### Register map, names as in the netlist

Bar = 100 µm.
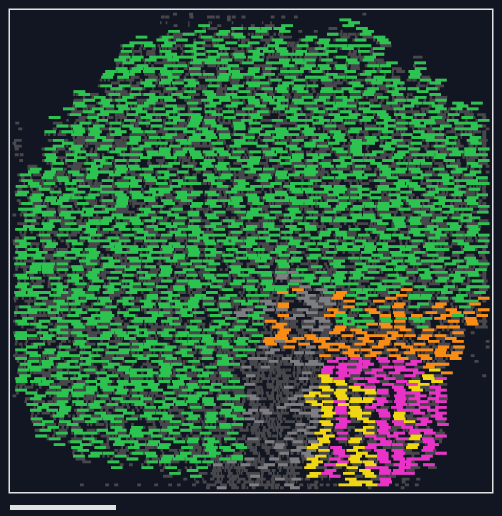
### Clock nets

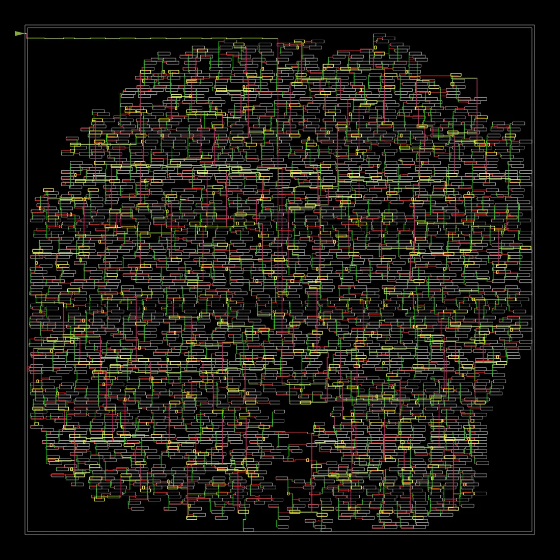
### Routed metal, one color a layer

Bar = 100 µm.
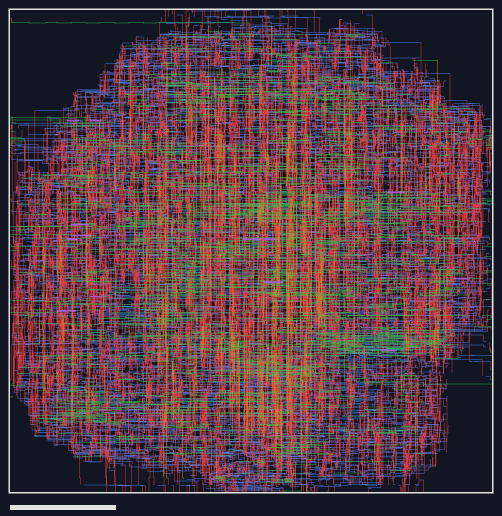
### Wires at chosen ports, followed through buffers

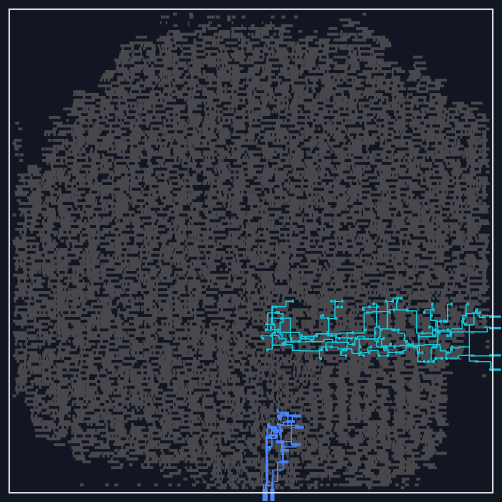
==> config.mk <==
export PLATFORM = sky130hd
export DESIGN_NAME = reorder_buffer
export DESIGN_NICKNAME = d
export VERILOG_FILES = /design/src/rtl/rob_pkg.sv /design/src/rtl/rob_ptr.sv /design/src/rtl/reorder_buffer.sv
export SDC_FILE = /design/constraint.sdc
export NUM_CORES = 2
export LEC_CHECK = 0
export CAP_MARGIN = 0
export CORE_MARGIN = 2
export CORE_UTILIZATION = 55
export DETAILED_ROUTE_END_ITERATION = 16
export PLACE_DENSITY = 0.72
export SLEW_MARGIN = 0
export SYNTH_ARGS = -nofsm -noshare
export SYNTH_HDL_FRONTEND = slang
export SYNTH_SLANG_ARGS = --single-unit
==> constraint.sdc <==
create_clock -name clk_i -period 16 [get_ports clk_i]
set_input_delay 3.2 -clock clk_i [delete_from_list [all_inputs] [get_ports clk_i]]
set_output_delay 3.2 -clock clk_i [all_outputs]
set_load 0.01 [all_outputs]
==> run_results.csv <==
group,metric,value,unit
cells_and_area,finalNonFillerCells,9759,
power,swShare,21.97,%
worst_hold_path,hold_depth,2,
final_timing,setup_viol,0,
final_timing,slew_violations,0,
clock_network,clk_latency,0.93,ns
critical_path,slowest_delay,0.97,ns
global_route,antenna_found_initial,34,
clock_network,clock_path_buffers,4,
cells_and_area,areaGrowthSynthToFinish,10.97,%
logic_synthesis,yosys.area.top_type_share,65.62,%
critical_path,critPathMaxFanout,140,
placed_design,place_congestion,0.8662,
placed_design,post-dp-hpwl,174.8,mm
drt,drc,0,
critical_path,end_kind,"primary output",
power,maxPowerGroup,"sequential cells",
logic_synthesis,synth-area-yosys,112800,µm²
status,status,"finished clean",
clock_network,cts_hold_buf,0,
power,p_comb_share,6.0,%
final_timing,rsz0062_at_grt,"false",
logic_synthesis,synth_top_cell_by_area,"edfxtp_1",
global_route,grt_pass1_vias,65950,
clock_network,ctsResizeCount,0,
critical_path,crit_required,12.80,ns
critical_path,r2r_cells,14,
power,ir_worst_vdd,132.1,µV
drt,drtIter0Drc,10750,
cells_and_area,post-route-cell-area,125100,µm²
die,fp-row-count,166,
global_route,grt_max_degree,160,
logic_synthesis,top_cells_by_count,"2,464 x edfxtp_1, 2,214 x and2_1, 631 x mux4_2",
run,maxCapViolCount,0,
logic_synthesis,ys_seq_share,67.40,%
placed_design,postPlaceCellArea,116800,µm²
logic_synthesis,yosys_warnings,0,
die,initCoreUtil,55.23,%
final_timing,worst_pin_slew,1.319,ns
final_timing,worst_clock_skew,0.04659,ns
clock_network,root_buffer,"clkbuf_16",
final_timing,fin_setup_tns,0,ns
logic_synthesis,top_cell,"edfxtp_1",
clock_network,cts_max_level,5,
power,power.density,113.2,nW/µm²
global_route,globalRouteOverflowTotal,0,
critical_path,cp_cell_sequence,"buf_12 -> buf_4 -> mux4_2 -> a22o_1 -> a221oi_1 -> a31oi_1 -> clkdlybuf4s50_1",
power,power_switching,3.112,mW
final_timing,hold_viol_final,0,
Back to the opening pictures, 'Register map, names as in the netlist':
Key: yellow = cmd_mem [flops 96]; magenta = rd_mem [flops 160, where lower right]; green = data_mem [flops 2,048, where widely spread]; orange = flag_data_mem [flops 128]
Another 112 sequential cells are not colored.
P_seq: 7.30 mW
Core Util, Final: 61.29%
sequential cell area share: 60.74%
Flop area: 76,000 µm²

Back to the opening pictures, 'Clock nets':
Clk power: 6.03 mW
CTS buffer count: 280
Sinks on Clock Net: 2,544
flip-flops: 2,544

Back to the opening pictures, 'Routed metal, one color a layer':
Key: orange = met4 [wire length 18,700 µm]; green = met3 [wire length 43.0 mm]; red = met2 [wire length 159 mm]; purple = met5 [wire length 183 µm]; blue = met1 [wire length 120 mm]
via count: 65,600
WL/cell: 34.95 µm
Routed WL: 341.1 mm

Back to the opening pictures, 'Wires at chosen ports, followed through buffers':
Key: blue = wb_tag_i [bits 5, direction input, edge bottom, end cells 26, buffers 5, wire 571 µm]; cyan = wb_flagData_i [bits 4, direction input, edge right, end cells 128, buffers 4, wire 1,860 µm]
Ports: 184
IO Port Bufs: 183

-- stage by stage --
step                power (mW)  setup slack [ns]
global placement         8.270             7.522
CTS                      14.19             7.187
floorplan                7.780             6.020
detailed placement       8.279             7.522
finish                   14.17             7.198
global route             14.49             7.088
-- cell type report --
type                    count  area [µm²]  share of cell area, %
clock inverters            97       732.0                 0.5850
well taps                2688        3363                  2.688
flip-flops and latches   2544       76000                  60.74
repair buffers            330        3015                  2.410
clock buffers             359        7513                  6.005
inverters                  45       168.9                 0.1350
diodes                     13       32.53                0.02600
multi-input cells        3683       34300                  27.41
-- worst max-delay path: cells and delay by family (launching register included) --
| kind | cells | cell delay (ns) |
|---|---|---|
| AND-OR/OR-AND | 3 | 0.92 |
| flip-flops | 1 | 0.97 |
| buffers and inverters | 3 | 2.08 |
| multiplexers | 1 | 0.42 |
-- cells in the final DEF, fill, tap and decap left out, types with 52 or more instances in the layout --
master,n
edfxtp_1,2464
and2_1,2214
mux4_2,631
clkbuf_16,288
a22oi_1,186
clkdlybuf4s50_1,181
buf_4,141
nor2_1,78
dfrtp_1,77
a21oi_1,67
clkbuf_1,67
nand2_1,65
a211oi_1,55
a31oi_1,52
-- routing by layer --
metal / GRT usage, % / routed length, µm / vias to the layer above
met2: 50.98 / 159000 / 4908
li1: - / - / 25870
met5: 0 / 183 / -
met1: 44.21 / 120100 / 33750
met3: 7.453 / 42970 / 1047
met4: 15.43 / 18750 / 28
-- cell families after synthesis --
family	synth area share (%)
compound gates	3.277
xor+xnor	0.03551
fa+ha+maj	0.1731
buf+inv	2.618
flops	67.40
mux	12.94
simple gates	13.56
No activity file was given, so power comes from the tool's default toggle rates.
